### Where the registers sit, run 1

Drawn at 2 px/µm.
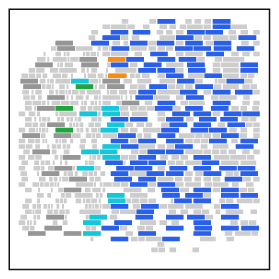
### Nets reached from selected ports, run 1

Drawn at 4 px/µm.
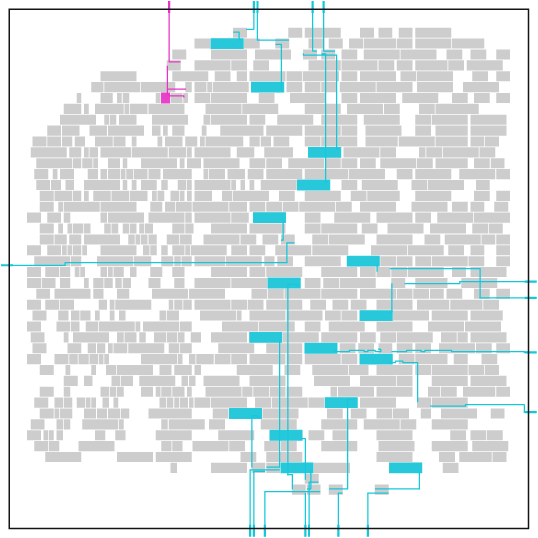
### Placed cells, one colour a class, run 1

Drawn at 2 px/µm.
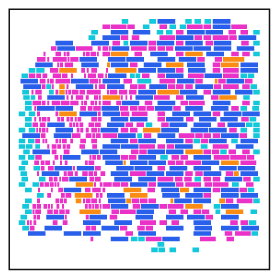
### Clock network drawn from the DEF, run 1

Drawn at 2 px/µm.
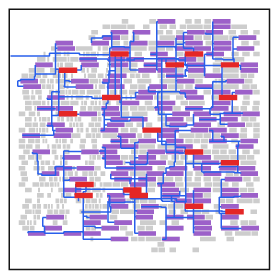
[src/rtl/instr_prefetch_unit_if.sv]
// Instruction prefetch bus bundle: memory fetch port plus core-facing
// instruction handshake and redirect.
//   master (prefetch unit): drives imem_req/imem_addr and instr_valid/instr/instr_pc
//   slave  (memory + core) : drives imem_ready/imem_rvalid/imem_rdata,
//                            instr_ready, redirect/redirect_pc
interface instr_prefetch_unit_if;
  localparam int unsigned XLEN = 16;

  logic            imem_req;
  logic [XLEN-1:0] imem_addr;
  logic            imem_ready;
  logic            imem_rvalid;
  logic [XLEN-1:0] imem_rdata;
  logic            instr_valid;
  logic [XLEN-1:0] instr;
  logic [XLEN-1:0] instr_pc;
  logic            instr_ready;
  logic            redirect;
  logic [XLEN-1:0] redirect_pc;

  modport master (
    output imem_req, imem_addr, instr_valid, instr, instr_pc,
    input  imem_ready, imem_rvalid, imem_rdata, instr_ready, redirect, redirect_pc
  );

  modport slave (
    input  imem_req, imem_addr, instr_valid, instr, instr_pc,
    output imem_ready, imem_rvalid, imem_rdata, instr_ready, redirect, redirect_pc
  );
endinterface

[src/rtl/instr_prefetch_unit.sv]
// Instruction fetch front-end: issues word fetches to a variable-latency
// memory, buffers {pc, instr} in an in-order FIFO and presents the head to
// the core. A redirect flushes the FIFO, drops stale in-flight responses
// (DRAIN) and restarts fetch at the new target.
// Ports:
//   clk            clock, rising edge
//   reset          asynchronous active-low reset
//   bus (master)   imem_req/imem_addr/imem_ready/imem_rvalid/imem_rdata,
//                  instr_valid/instr/instr_pc/instr_ready, redirect/redirect_pc
//   perf_fetch_cnt, perf_discard_cnt  saturating event counters, present only
//                  when PREFETCH_PERF_EN is defined
module instr_prefetch_unit #(
  parameter int unsigned DEPTH    = 4,
  parameter logic [15:0] RESET_PC = 16'h0000
) (
  input  logic                  clk,
  input  logic                  reset,
  instr_prefetch_unit_if.master bus
`ifdef PREFETCH_PERF_EN
  ,
  output logic [15:0]           perf_fetch_cnt,
  output logic [15:0]           perf_discard_cnt
`endif
);

  localparam int unsigned XLEN = 16;
  localparam int unsigned AW   = (DEPTH > 1) ? $clog2(DEPTH) : 1;
  localparam int unsigned CW   = $clog2(DEPTH + 1);

  typedef struct packed {
    logic [XLEN-1:0] pc;
    logic [XLEN-1:0] instr;
  } entry_t;

  typedef enum logic {RUN = 1'b0, DRAIN = 1'b1} state_t;

  state_t          state_q, state_d;
  logic [XLEN-1:0] fetch_pc_q, fetch_pc_d;
  logic [XLEN-1:0] resp_pc_q, resp_pc_d;
  logic [CW-1:0]   count_q, count_d;
  logic [CW-1:0]   inflight_q, inflight_d;
  logic [CW-1:0]   discard_q, discard_d;
  logic [AW-1:0]   wptr_q, wptr_d;
  logic [AW-1:0]   rptr_q, rptr_d;
  entry_t          fifo_q [DEPTH];

  logic credit_c, req_c, accept_c, rsp_c, drop_c, push_c, pop_c;

  // Credit: buffered plus outstanding fetches never exceed DEPTH, so a push always fits
  assign credit_c = (({1'b0, count_q} + {1'b0, inflight_q}) < (CW+1)'(DEPTH));
  assign req_c    = reset && (state_q == RUN) && credit_c && !bus.redirect;
  assign accept_c = req_c && bus.imem_ready;
  // Responses with nothing outstanding are a protocol error and are ignored
  assign rsp_c    = bus.imem_rvalid && (inflight_q != '0);
  // A response landing in the redirect cycle is already stale
  assign drop_c   = rsp_c && (bus.redirect || (discard_q != '0));
  assign push_c   = rsp_c && !drop_c;
  assign pop_c    = (count_q != '0) && bus.instr_ready && !bus.redirect;

  assign bus.imem_req    = req_c;
  assign bus.imem_addr   = fetch_pc_q;
  assign bus.instr_valid = (count_q != '0);
  assign bus.instr       = fifo_q[rptr_q].instr;
  assign bus.instr_pc    = fifo_q[rptr_q].pc;

  // Next-state: normal fetch/response/pop bookkeeping, then redirect override
  always_comb begin
    state_d    = state_q;
    fetch_pc_d = fetch_pc_q;
    resp_pc_d  = resp_pc_q;
    count_d    = count_q;
    inflight_d = inflight_q;
    discard_d  = discard_q;
    wptr_d     = wptr_q;
    rptr_d     = rptr_q;

    if (accept_c) fetch_pc_d = fetch_pc_q + XLEN'(1);
    if (push_c) begin
      resp_pc_d = resp_pc_q + XLEN'(1);
      wptr_d    = wptr_q + AW'(1);
    end
    if (pop_c) rptr_d = rptr_q + AW'(1);
    count_d    = count_q + CW'(push_c) - CW'(pop_c);
    inflight_d = inflight_q + CW'(accept_c) - CW'(rsp_c);
    if (rsp_c && (discard_q != '0)) discard_d = discard_q - CW'(1);

    if ((state_q == DRAIN) && (discard_q == '0)) state_d = RUN;

    // No request is issued during redirect, so outstanding-after = inflight - response
    if (bus.redirect) begin
      fetch_pc_d = bus.redirect_pc;
      resp_pc_d  = bus.redirect_pc;
      count_d    = '0;
      wptr_d     = '0;
      rptr_d     = '0;
      discard_d  = inflight_q - CW'(rsp_c);
      state_d    = (discard_d != '0) ? DRAIN : RUN;
    end
  end

  // State and datapath registers
  always_ff @(posedge clk or negedge reset) begin
    if (!reset) begin
      state_q    <= RUN;
      fetch_pc_q <= RESET_PC;
      resp_pc_q  <= RESET_PC;
      count_q    <= '0;
      inflight_q <= '0;
      discard_q  <= '0;
      wptr_q     <= '0;
      rptr_q     <= '0;
      fifo_q     <= '{default: '0};
    end else begin
      state_q    <= state_d;
      fetch_pc_q <= fetch_pc_d;
      resp_pc_q  <= resp_pc_d;
      count_q    <= count_d;
      inflight_q <= inflight_d;
      discard_q  <= discard_d;
      wptr_q     <= wptr_d;
      rptr_q     <= rptr_d;
      if (push_c) fifo_q[wptr_q] <= '{pc: resp_pc_q, instr: bus.imem_rdata};
    end
  end

`ifdef PREFETCH_PERF_EN
  logic [XLEN-1:0] perf_fetch_q, perf_discard_q;

  // Saturating counters of accepted requests and dropped responses
  always_ff @(posedge clk or negedge reset) begin
    if (!reset) begin
      perf_fetch_q   <= '0;
      perf_discard_q <= '0;
    end else begin
      if (accept_c && (perf_fetch_q != '1))  perf_fetch_q   <= perf_fetch_q + XLEN'(1);
      if (drop_c && (perf_discard_q != '1))  perf_discard_q <= perf_discard_q + XLEN'(1);
    end
  end

  assign perf_fetch_cnt   = perf_fetch_q;
  assign perf_discard_cnt = perf_discard_q;
`endif

endmodule

[src/flat_wrapper.sv]
// flat-port wrapper written by rule: the top's interface ports become plain ports
module instr_prefetch_unit_flat 
#(
  parameter int unsigned DEPTH    = 4,
  parameter logic [15:0] RESET_PC = 16'h0000
)
  (clk, reset, bus_imem_req, bus_imem_addr, bus_instr_valid, bus_instr, bus_instr_pc, bus_imem_ready, bus_imem_rvalid, bus_imem_rdata, bus_instr_ready, bus_redirect, bus_redirect_pc);
  instr_prefetch_unit_if bus_i ();
  input  logic clk;
  input  logic reset;
  output wire logic [$bits(bus_i.imem_req)-1:0] bus_imem_req;
  output wire logic [$bits(bus_i.imem_addr)-1:0] bus_imem_addr;
  output wire logic [$bits(bus_i.instr_valid)-1:0] bus_instr_valid;
  output wire logic [$bits(bus_i.instr)-1:0] bus_instr;
  output wire logic [$bits(bus_i.instr_pc)-1:0] bus_instr_pc;
  input wire logic [$bits(bus_i.imem_ready)-1:0] bus_imem_ready;
  input wire logic [$bits(bus_i.imem_rvalid)-1:0] bus_imem_rvalid;
  input wire logic [$bits(bus_i.imem_rdata)-1:0] bus_imem_rdata;
  input wire logic [$bits(bus_i.instr_ready)-1:0] bus_instr_ready;
  input wire logic [$bits(bus_i.redirect)-1:0] bus_redirect;
  input wire logic [$bits(bus_i.redirect_pc)-1:0] bus_redirect_pc;
  assign bus_imem_req = bus_i.imem_req;
  assign bus_imem_addr = bus_i.imem_addr;
  assign bus_instr_valid = bus_i.instr_valid;
  assign bus_instr = bus_i.instr;
  assign bus_instr_pc = bus_i.instr_pc;
  assign bus_i.imem_ready = bus_imem_ready;
  assign bus_i.imem_rvalid = bus_imem_rvalid;
  assign bus_i.imem_rdata = bus_imem_rdata;
  assign bus_i.instr_ready = bus_instr_ready;
  assign bus_i.redirect = bus_redirect;
  assign bus_i.redirect_pc = bus_redirect_pc;
  instr_prefetch_unit #(.DEPTH(DEPTH), .RESET_PC(RESET_PC)) u_core (.clk(clk), .reset(reset), .bus(bus_i));
endmodule
[config.mk]
export PLATFORM = sky130hd
export DESIGN_NAME = instr_prefetch_unit_flat
export DESIGN_NICKNAME = d
export VERILOG_FILES = /design/src/rtl/instr_prefetch_unit_if.sv /design/src/rtl/instr_prefetch_unit.sv /design/src/flat_wrapper.sv
export SDC_FILE = /design/constraint.sdc
export NUM_CORES = 1
export LEC_CHECK = 0
export CORE_MARGIN = 4
export CORE_UTILIZATION = 57
export DETAILED_ROUTE_END_ITERATION = 16
export PLACE_DENSITY = 0.84
export SLEW_MARGIN = 40
export SYNTH_ARGS = -nofsm -noshare
export SYNTH_HDL_FRONTEND = slang
export SYNTH_SLANG_ARGS = --single-unit
export TNS_END_PERCENT = 50
[constraint.sdc]
create_clock -name clk -period 2.86 [get_ports clk]
set_input_delay 0.429 -clock clk [delete_from_list [all_inputs] [get_ports clk]]
set_output_delay 0.429 -clock clk [all_outputs]
set_load 0.02 [all_outputs]
==> flow_metrics.py, run 1 <==
# Physical implementation metrics
metrics = {
    "run_status": {
        "status": "finished clean",
    },
    "global_routing": {
        "grt_pass1_vias": 5958,
        "grt_usage_pct": 23.2,
        "grt_first_pass_wirelength_um": 30200,
        "overflow": 0,
        "antenna_found_initial": 0,
        "grt_max_degree": 69,
    },
    "floorplanning": {
        "fp.dieH_um": 129,
        "die_x_um": 129,
        "die_area_mm2": 0.0168,
        "fp-utilization_pct": 58.1,
    },
    "final_timing": {
        "fin_crit_sh_pct": 92.7,
        "period_minus_slack_ns": 2.65,
        "hold_viol": 0,
        "slew_headroom_pct": 53.7,
        "max_freq_ghz": 0.377,
        "final-setup-viol-count": 0,
        "worst_pin_slew_ns": 0.695,
        "hold_slack_ns": 0.196,
        "setup_tns_ns": 0,
        "slew_viol_final": 0,
        "rsz0062_at_grt": "no",
    },
    "logic_synthesis": {
        "synth_cell_types": 55,
        "topCellsByArea": "dfrtp_1 52%, mux2_2 15%, mux4_2 8.6%",
        "syn_inst": 611,
        "fp_nets": 667,
        "flop_cell": "dfrtp_1",
        "most_common_cell": "dfrtp_1",
        "top_area_cell": "dfrtp_1",
        "ys_seq_elements": 174,
        "yosysTopAreaCellShare_pct": 51.8,
        "netlist_top_cells_count": "174 x dfrtp_1, 109 x mux2_2, 32 x mux4_2",
        "edf_count": 0,
        "ys_seq_share_pct": 51.8,
        "avgSynthCellArea_um2": 13.8,
        "ys.warnings.count": 0,
        "synth.cell_area_mm2": 0.00841,
        "async_flop_share_pct": 100,
        "synth-area-yosys_mm2": 0.00841,
        "ys_cells": 611,
    },
    "setup_path": {
        "path_class": "register to primary output",
        "slowest_stage": "clkdlybuf4s50_1",
        "cp_num_buf_inv": 2,
        "rr_startpoint": "u_core.inflight_q[2]$_DFF_PN0_",
        "critPathArrivalTime_ns": 2.22,
        "cp.required_ns": 2.43,
        "critPathMaxFanout": 12,
        "start_kind": "register",
        "cp_slowest_stage_delay_ns": 0.62,
        "crit_chain": "buf_4, mux4_2, clkdlybuf4s50_1",
        "r2r-end": "u_core.inflight_q[2]$_DFF_PN0_",
        "rr_worst_depth": 9,
        "critPathCaptureType": "primary output",
        "critical_path.endpoint": "bus_instr_pc[4]",
        "startpoint": "u_core.rptr_q[0]$_DFFE_PN0P_",
        "path_delay_family": "buffers and inverters",
        "rrSetupSlack_ns": 0.42,
        "crit_cells": 3,
    },
    "hold_path": {
        "hp-class": "input pin to asynchronous set/reset pin",
    },
    "cells_and_area": {
        "diodes": 0,
        "finalNetCount": 746,
        "drive_gt1_share_pct": 28.9,
        "nFillCells": 969,
        "logic_area_mm2": 0.00372,
        "final_cells": 887,
        "mostFrequentLayoutCell": "dfrtp_1",
        "area_growth_pct": 18.9,
        "mostFrequentLayoutCells": "173 x dfrtp_1, 109 x mux2_2, 85 x clkdlybuf4s50_1",
    },
    "job": {
        "tool_warnings": 31,
        "max_cap_violations": 0,
    },
    "cts": {
        "clk_latency_ns": 0.43,
        "cts_buffer_depth": 2,
        "cts_tree": "done",
        "ctsHoldBuffers": 0,
        "cts_buffers": 17,
        "cts_num_sinks": 174,
        "cts_setup_buffers": 0,
        "clk_pin_slew_ns": 0.06,
        "cts-root-buf": "clkbuf_16",
        "h-tree-depth": 4,
        "post_cts_resized": 1,
    },
    "power": {
        "powerDensity_mw_per_mm2": 867,
        "power_mw": 8.66,
        "p_leak_nw": 4.60,
        "ir_drop_mv": 0.518,
    },
    "routing": {
        "num_vias": 5499,
        "wl_per_cell_um": 20.7,
        "viasPerCell": 6.20,
        "drtIter0Drc": 327,
        "dr.pass1.iters": 5,
        "ant_nets": 0,
        "drc": 0,
        "routed_wl_um": 18400,
    },
    "place": {
        "gp_congestion": 0.891,
        "place_area_mm2": 0.00935,
        "hpwl_um": 12000,
        "numPlacedInstances": 855,
    },
}
About 'Where the registers sit':
| colour | netlist name | flops |
|---|---|---|
| green | u_core.discard_q | 3 |
| cyan | u_core.resp_pc_q | 16 |
| orange | u_core.rptr_q | 2 |
| blue | u_core.fifo_q | 128 |
not coloured: 25
Seq group: 3.34 mW
storage element area: 0.00436 mm²

About 'Nets reached from selected ports':
| colour | port | bits | direction | end cells | buffers | wire |
|---|---|---|---|---|---|---|
| cyan | bus_instr_pc | 16 | output | 16 | 16 | 656 µm |
| magenta | bus_instr_valid | 1 | output | 1 | 1 | 32.1 µm |
# IOs: 88
port bufs: 87

About 'Placed cells, one colour a class':
| colour | class | cells | share of their area |
|---|---|---|---|
| cyan | remaining buffers and delay cells | 98 | 10% |
| blue | registers | 174 | 45% |
| magenta | remaining logic cells | 399 | 39% |
| orange | clock drivers and dummy loads | 32 | 6.4% |
core area: 0.0145 mm²
Final Cell Area: 0.00999 mm²
Core Util, Final: 69.0%
flop share of the area: 43.6%
Cell Rows: 44

About 'Clock network drawn from the DEF':
[red] clock-net drivers | count: 17
[purple] flip-flops | count: 174
[blue] clock wires | length: 1870 µm
routed clock nets: 18
flops lie: widely spread
Setup Skew: 0.00695 ns
P_clk: 2.45 mW

[run 1: final cells by class]
| cell class | count | share of cell area, % |
|---|---|---|
| flip-flops and latches | 174 | 43.6 |
| multi-input cells | 376 | 37.2 |
| repair buffers | 98 | 9.74 |
| clock buffers | 19 | 4.43 |
| well taps | 184 | 2.30 |
| clock inverters | 13 | 1.85 |
| inverters | 23 | 0.889 |
[run 1: routing by layer]
metal / vias up / track usage (%) / routed length, µm
met3: 25 / 6.31 / 1030
met5: - / 0 / 0
met2: 184 / 39.0 / 9130
met4: 0 / 6.30 / 273
li1: 2443 / - / -
met1: 2847 / 30.3 / 7940
[run 1: logic make-up after synthesis]
kind of cell / after synthesis / share of synthesized area [%]
flip-flops: 174 / 51.8
multiplexers: 162 / 26.0
AND/OR/NAND/NOR: 124 / 8.57
AND-OR/OR-AND: 63 / 5.78
buffers and inverters: 61 / 4.08
adder cells (fa/ha/maj): 18 / 2.86
XOR/XNOR: 9 / 0.938
[run 1: power by group]
| part | internal (mW) | switching (mW) |
|---|---|---|
| combinational | 1.54 | 1.34 |
| sequential | 2.96 | 0.379 |
| clock | 1.49 | 0.956 |
| total | 5.99 | 2.67 |
[run 1: state kept, by name, summed over array words and instances (netlist names)]
signal                count
u_core.bus.imem_addr     16
u_core.inflight_q         3
u_core.resp_pc_q         16
u_core.wptr_q             2
u_core.fifo_q           128
u_core.discard_q          3
u_core.count_q            3
u_core.state_q            1
u_core.rptr_q             2
[run 1: per-stage QoR]
stage | setup WS (ns) | utilization, %
after global placement | 0.260 | 64.6
after CTS | 0.0219 | 69.0
after floorplan | 0.386 | -
final | 0.208 | 69.0
after detailed placement | 0.157 | 64.6
after global routing | 0.0875 | 69.0
### Cell placement, run 1

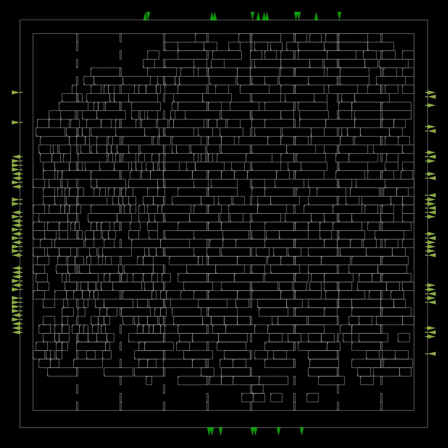

## Run 2: what changed since run 1
--- a/config.mk
+++ b/config.mk
@@ -6,11 +6,11 @@
 export NUM_CORES = 1
 export LEC_CHECK = 0
 export CORE_MARGIN = 4
-export CORE_UTILIZATION = 57
+export CORE_UTILIZATION = 40
 export DETAILED_ROUTE_END_ITERATION = 16
-export PLACE_DENSITY = 0.84
+export PLACE_DENSITY = 0.64
 export SLEW_MARGIN = 40
 export SYNTH_ARGS = -nofsm -noshare
 export SYNTH_HDL_FRONTEND = slang
 export SYNTH_SLANG_ARGS = --single-unit
-export TNS_END_PERCENT = 50
+export TNS_END_PERCENT = 20
### Cell placement, run 2

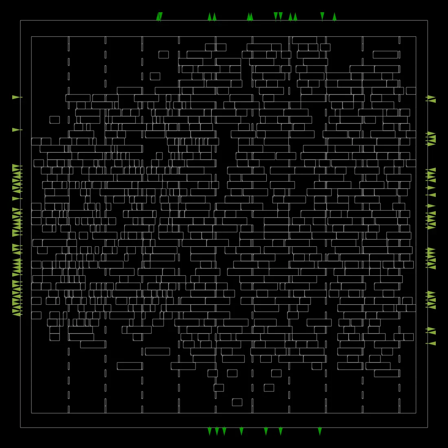
Final Non-Filler Cells: 974
Core Util, Final: 49.5%
flop share of the area: 43.1%
Filler cells: 1794
Well-Tap Cells: 270

==> flow_metrics.py, run 2 <==
# Physical implementation metrics
metrics = {
    "logic_synthesis": {
        "synth-area-yosys_mm2": 0.00841,
        "ys_seq_elements": 174,
        "async_flop_share_pct": 100,
        "ys_seq_share_pct": 51.8,
        "topCellsByArea": "dfrtp_1 52%, mux2_2 15%, mux4_2 8.6%",
        "most_common_cell": "dfrtp_1",
        "ys.warnings.count": 0,
        "ys_cells": 611,
        "edf_count": 0,
        "netlist_top_cells_count": "174 x dfrtp_1, 109 x mux2_2, 32 x mux4_2",
        "flop_cell": "dfrtp_1",
        "synth_cell_types": 55,
        "synth.cell_area_mm2": 0.00841,
        "avgSynthCellArea_um2": 13.8,
        "syn_inst": 611,
        "top_area_cell": "dfrtp_1",
        "yosysTopAreaCellShare_pct": 51.8,
        "fp_nets": 667,
    },
    "place": {
        "port_buffers": 87,
        "dp_slack_ns": 0.269,
        "place_area_mm2": 0.00949,
        "hpwl_um": 12300,
        "numPlacedInstances": 942,
        "gp_congestion": 0.820,
    },
    "cells_and_area": {
        "mostFrequentLayoutCells": "173 x dfrtp_1, 109 x mux2_2, 80 x clkdlybuf4s50_1",
        "drive_gt1_share_pct": 29.3,
        "largest_reg_flops": 128,
        "mostFrequentLayoutCell": "dfrtp_1",
        "multi_input_comb_cells": 376,
        "logic_area_mm2": 0.00372,
        "regMostFlops": "u_core.fifo_q",
        "final-clk-cell-share_pct": 5.90,
        "design.seq.count": 174,
        "area_growth_pct": 20.3,
        "comb-cell-share_pct": 36.8,
        "area.sequential_mm2": 0.00436,
        "buf_share_pct": 9.98,
        "diodes": 0,
        "inverters": 23,
        "n_all_buffers": 99,
        "n_clock_buffer": 18,
        "finalNetCount": 747,
        "largestClassByArea": "registers",
    },
    "setup_path": {
        "rr_worst_depth": 9,
        "r2r-end": "u_core.inflight_q[2]$_DFF_PN0_",
        "rrSetupSlack_ns": 0.41,
        "critPathArrivalTime_ns": 2.32,
        "cp.required_ns": 2.43,
        "critPathCaptureType": "primary output",
        "critPathMaxFanout": 18,
        "rr_startpoint": "u_core.inflight_q[2]$_DFF_PN0_",
        "path_class": "register to primary output",
        "startpoint": "u_core.rptr_q[0]$_DFFE_PN0P_",
        "critical_path.endpoint": "bus_instr[2]",
        "start_kind": "register",
    },
    "floorplanning": {
        "fp-utilization_pct": 41.1,
        "fp.dieH_um": 153,
        "die_x_um": 153,
        "ios": 88,
        "die_area_mm2": 0.0234,
    },
    "power": {
        "power_leader": "registers",
        "p_leak_nw": 4.66,
        "internal_power_mw": 5.84,
        "switching_share_pct": 31.6,
        "power_mw": 8.53,
        "ir_drop_mv": 0.414,
        "powerDensity_mw_per_mm2": 844,
        "p_clk_mw": 2.33,
        "comb_power_share_pct": 33.4,
        "powerSeq_mw": 3.35,
        "pg_comb_mw": 2.85,
        "p_switching_mw": 2.70,
        "seq_power_share_pct": 39.3,
        "p_clk_share_pct": 27.3,
    },
    "routing": {
        "num_vias": 5398,
        "drc": 0,
        "wl_per_cell_um": 19.1,
        "viasPerCell": 5.54,
        "dr.pass1.iters": 4,
        "routed_wl_um": 18600,
        "ant_nets": 0,
        "drtIter0Drc": 328,
    },
    "final_timing": {
        "slew_headroom_pct": 57.5,
        "worst_pin_slew_ns": 0.637,
        "setup_tns_ns": 0,
        "finClkSkew_ns": 0.0159,
        "final-setup-viol-count": 0,
        "rsz0062_at_grt": "no",
        "max_freq_ghz": 0.363,
        "period_minus_slack_ns": 2.75,
        "slew_viol_final": 0,
        "fin_ws_ns": 0.106,
        "hold_viol": 0,
        "hold_slack_ns": 0.136,
        "fin_crit_sh_pct": 96.3,
    },
    "job": {
        "tool_warnings": 31,
        "max_cap_violations": 0,
    },
    "cts": {
        "cts_buffer_depth": 2,
        "cts_buffers": 17,
        "clk_latency_ns": 0.43,
        "cts_tree": "done",
        "cts_setup_buffers": 0,
        "clk_pin_slew_ns": 0.06,
        "ctsHoldBuffers": 0,
        "cts-root-buf": "clkbuf_16",
        "cts_num_sinks": 174,
        "h-tree-depth": 4,
    },
    "hold_path": {
        "hp-class": "input pin to asynchronous set/reset pin",
    },
    "global_routing": {
        "grt_usage_pct": 16.4,
        "grt_max_degree": 65,
        "antenna_found_initial": 0,
        "overflow": 0,
        "grt_first_pass_wirelength_um": 31200,
        "grt_pass1_vias": 5907,
    },
    "run_status": {
        "status": "finished clean",
    },
}
### Placed cells, one colour a class, run 2

Drawn at 2 px/µm.
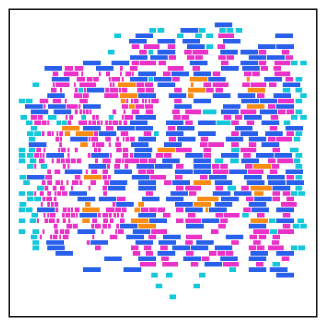
| colour | class | cells | share of their area |
|---|---|---|---|
| cyan | remaining buffers and delay cells | 99 | 10% |
| magenta | remaining logic cells | 399 | 39% |
| orange | clock drivers and dummy loads | 32 | 6.1% |
| blue | registers | 174 | 45% |
core area: 0.0204 mm²
Cell Rows: 52
Final Cell Area: 0.0101 mm²

## run 2: cell count changes in the layout (fill, tap and decap cells not counted), moves of 2 or more
cell             previous run  this run
bufinv_16                   4         2
inv_8                       0         2
dlymetal6s2s_1              1         6
clkinv_4                    0         3
clkdlybuf4s50_1            85        80
## run 2: layer usage
metal	GRT usage (%)	wire [µm]
met3	4.13	821
met5	0	0
met4	4.50	262
met2	26.5	8860
met1	22.2	8660
## run 2: timing repair
action                     in CTS  in global routing
gates cloned                    0                  0
setup endpoints to repair      13                  6
gates resized                   2                  6
## run 2: worst min path at each step
| stage | end | startpoint | cells after the start |
|---|---|---|---|
| after detailed placement | u_core.fifo_q[123]$_DFFE_PN0P_ | u_core.fifo_q[123]$_DFFE_PN0P_ | 1 |
| final | u_core.fifo_q[64]$_DFFE_PN0P_ | reset | 2 |
| after global routing | u_core.fifo_q[64]$_DFFE_PN0P_ | reset | 2 |
| after CTS | u_core.bus.imem_addr[6]$_DFFE_PN0P_ | reset | 2 |
| after floorplan | u_core.bus.imem_addr[0]$_DFFE_PN0P_ | reset | 0 |
| after global placement | u_core.fifo_q[52]$_DFFE_PN0P_ | u_core.fifo_q[52]$_DFFE_PN0P_ | 1 |
## run 2: cell families after synthesis
kind of cell / share of synthesized area [%]
simple gates: 8.57
buf+inv: 4.08
xor+xnor: 0.938
mux: 26.0
fa+ha+maj: 2.86
compound gates: 5.78
flops: 51.8
## run 2: critical path: stages, from the launching register on
cell             delay [ns]
dfrtp_4                0.57
buf_12                 0.24
mux4_2                 0.53
clkdlybuf4s50_1        0.55
### Nets reached from selected ports, run 2

Drawn at 3 px/µm.
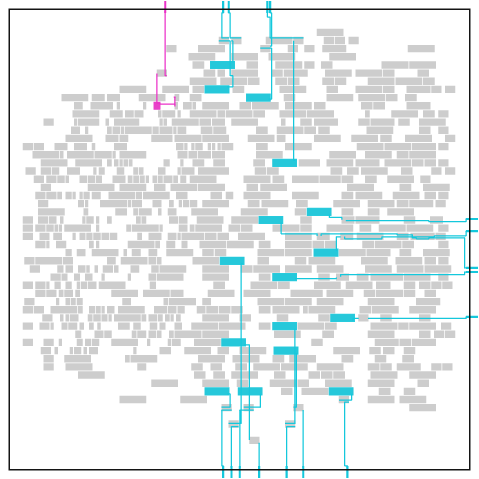

## Run 3: what changed since run 2
--- a/config.mk
+++ b/config.mk
@@ -9,6 +9,7 @@
 export CORE_UTILIZATION = 40
 export DETAILED_ROUTE_END_ITERATION = 16
 export PLACE_DENSITY = 0.64
+export RECOVER_POWER = 50
 export SLEW_MARGIN = 40
 export SYNTH_ARGS = -nofsm -noshare
 export SYNTH_HDL_FRONTEND = slang
### Nets reached from selected ports, run 3

Drawn at 3 px/µm.
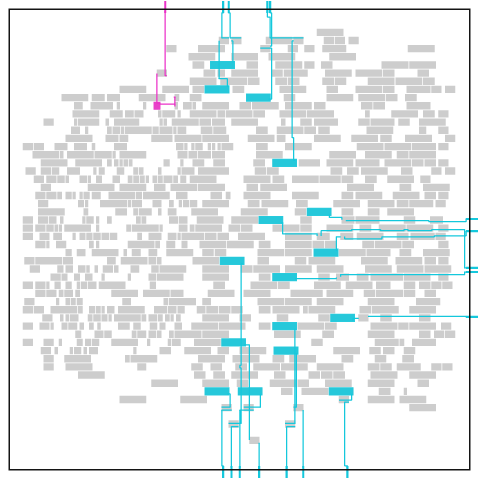
| colour | port | bits | direction | end cells | buffers | wire |
|---|---|---|---|---|---|---|
| magenta | bus_instr_valid | 1 | output | 1 | 1 | 41.3 µm |
| cyan | bus_instr_pc | 16 | output | 16 | 16 | 720 µm |

==> flow_metrics.py, run 3 <==
# Physical implementation metrics
metrics = {
    "global_routing": {
        "overflow": 0,
        "antenna_found_initial": 0,
        "grt_usage_pct": 16.4,
        "grt_pass1_vias": 5907,
        "grt_max_degree": 65,
        "grt_first_pass_wirelength_um": 31200,
    },
    "logic_synthesis": {
        "netlist_top_cells_count": "174 x dfrtp_1, 109 x mux2_2, 32 x mux4_2",
        "edf_count": 0,
        "top_area_cell": "dfrtp_1",
        "syn_inst": 611,
        "avgSynthCellArea_um2": 13.8,
        "most_common_cell": "dfrtp_1",
        "synthSimpleGateAreaFrac_pct": 8.57,
        "synth-area-yosys_mm2": 0.00841,
        "synth_cell_types": 55,
        "async_flop_share_pct": 100,
        "xor_share_pct": 0.938,
        "yosysTopAreaCellShare_pct": 51.8,
        "topCellsByArea": "dfrtp_1 52%, mux2_2 15%, mux4_2 8.6%",
        "ys_seq_share_pct": 51.8,
        "synth.cell_area_mm2": 0.00841,
        "ys_sh_adder_pct": 2.86,
        "synthMuxAreaShare_pct": 26.0,
        "fp_nets": 667,
        "flop_cell": "dfrtp_1",
        "aoi_share_pct": 5.78,
        "ys.warnings.count": 0,
        "topCombFamilyByArea": "multiplexers",
        "ys_cells": 611,
        "ys_seq_elements": 174,
    },
    "job": {
        "max_cap_violations": 1,
        "tool_warnings": 31,
    },
    "power": {
        "p_switching_mw": 2.69,
        "internal_power_mw": 5.83,
        "comb_power_share_pct": 33.3,
        "powerDensity_mw_per_mm2": 845,
        "p_leak_nw": 4.65,
        "ir_drop_mv": 0.414,
        "power_mw": 8.52,
        "power_leader": "registers",
        "switching_share_pct": 31.6,
        "powerSeq_mw": 3.35,
        "seq_power_share_pct": 39.3,
        "p_clk_mw": 2.33,
        "p_clk_share_pct": 27.4,
        "pg_comb_mw": 2.84,
    },
    "final_timing": {
        "finClkSkew_ns": 0.0152,
        "final-setup-viol-count": 0,
        "slew_headroom_pct": -3.94,
        "fin_crit_sh_pct": 96.4,
        "hold_viol": 0,
        "period_minus_slack_ns": 2.76,
        "max_freq_ghz": 0.363,
        "worst_pin_slew_ns": 1.56,
        "slew_viol_final": 65,
        "setup_tns_ns": 0,
        "fin_ws_ns": 0.103,
        "rsz0062_at_grt": "no",
        "hold_slack_ns": 0.498,
    },
    "floorplanning": {
        "fp.dieH_um": 153,
        "std_cell_rows": 52,
        "fp-utilization_pct": 41.1,
        "die_x_um": 153,
        "coreArea_mm2": 0.0204,
        "ios": 88,
        "die_area_mm2": 0.0234,
    },
    "place": {
        "hpwl_um": 12300,
        "port_buffers": 87,
        "gp_congestion": 0.820,
        "numPlacedInstances": 942,
        "dp_slack_ns": 0.269,
    },
    "cts": {
        "cts_buffers": 17,
        "cts_num_sinks": 174,
        "clk_latency_ns": 0.43,
        "cts-root-buf": "clkbuf_16",
        "clk_pin_slew_ns": 0.07,
        "ctsHoldBuffers": 0,
        "h-tree-depth": 4,
        "cts_tree": "done",
        "cts_buffer_depth": 2,
    },
    "cells_and_area": {
        "area_growth_pct": 20.0,
        "largest_reg_flops": 128,
        "finalNetCount": 747,
        "regMostFlops": "u_core.fifo_q",
        "drive_gt1_share_pct": 28.6,
        "nFillCells": 1802,
        "mostFrequentLayoutCell": "dfrtp_1",
        "mostFrequentLayoutCells": "173 x dfrtp_1, 109 x mux2_2, 71 x clkdlybuf4s50_1",
        "final_cells": 974,
    },
    "routing": {
        "num_vias": 5374,
        "drc": 0,
        "dr.pass1.iters": 4,
        "met3WireLength_um": 883,
        "routed_wl_um": 18500,
        "dr_wl_met2_um": 8900,
        "viasPerCell": 5.52,
        "wl_per_cell_um": 19.0,
        "drtIter0Drc": 294,
        "ant_nets": 0,
        "drt-met1-wl_um": 8500,
    },
    "setup_path": {
        "critPathArrivalTime_ns": 2.33,
        "start_kind": "register",
        "critPathCaptureType": "primary output",
        "rr_startpoint": "u_core.discard_q[0]$_DFFE_PN0P_",
        "path_class": "register to primary output",
        "critPathMaxFanout": 18,
        "cp.required_ns": 2.43,
    },
    "run_status": {
        "violations": "max-capacitance violations, max-slew violations",
        "status": "finished with violations",
    },
    "hold_path": {
        "min_from": "u_core.fifo_q[52]$_DFFE_PN0P_",
    },
}
### Placed cells, one colour a class, run 3

Drawn at 2 px/µm.
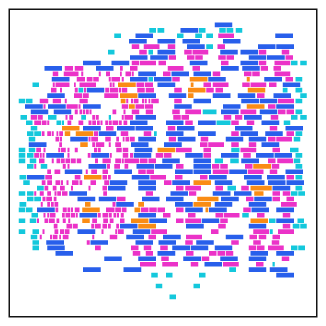
| colour | class | cells | share of their area |
|---|---|---|---|
| cyan | remaining buffers and delay cells | 99 | 10% |
| magenta | remaining logic cells | 399 | 39% |
| orange | clock drivers and dummy loads | 32 | 6.1% |
| blue | registers | 174 | 45% |
Final Cell Area: 0.0101 mm²
flop share of the area: 43.2%
Core Util, Final: 49.4%

## run 3: cell types whose count changed in the layout (fill, tap and decap cells not counted), sizes merged
cell,before,now
clkdlybuf4s50,80,71
buf,13,8
dlygate4sd3,0,9
clkbuf,18,23
## run 3: cells by family (layout without fill, tap and decap cells)
family / Yosys count / after routing
and+or+nand+nor: 124 / 124
buffers and inverters: 61 / 154
DFF: 174 / 174
adders and majority gates: 18 / 18
muxes: 162 / 162
AOI/OAI and AO/OA: 63 / 63
xor gates and xnor gates: 9 / 9
## run 3: repair_timing
item,in CTS,in global routing
setup buffers,0,0
setup endpoints to repair,13,6
resized,2,6
## run 3: routing by layer
metal  vias to the layer above  global-route usage, %
li1                       2453                      -
met1                      2776                   22.2
met4                         0                   4.50
met3                        19                   4.13
met5                         -                      0
met2                       126                   26.5
## run 3: worst paths after layout
kind                       cells past startpoint                               end  slack [ns]
setup reg to reg                               7  u_core.resp_pc_q[10]$_DFFE_PN0P_        0.32
min in group asynchronous                      2   u_core.resp_pc_q[6]$_DFFE_PN0P_        0.68
hold / removal                                 1     u_core.fifo_q[52]$_DFFE_PN0P_        0.50
setup / recovery                               3                      bus_instr[2]        0.10
hold reg to reg                                1     u_core.fifo_q[52]$_DFFE_PN0P_        0.50
max in group asynchronous                      3     u_core.fifo_q[17]$_DFFE_PN0P_        0.47
## run 3: area by class of cell
type	count	area, µm²	share of cell area, %
clock buffer	18	439	4.36
clock inverter	14	158	1.56
inverter	23	88.8	0.881
timing repair buffer	99	982	9.74
multi-input combinational	376	3720	36.9
sequential	174	4360	43.2
tap	270	338	3.35
## run 3: worst max-delay path: stages, from the launching register on
cell             delay (ns)
dfrtp_4                0.57
buf_12                 0.24
mux4_2                 0.53
clkdlybuf4s50_1        0.55
No activity file was given, so power comes from the tool's default toggle rates.
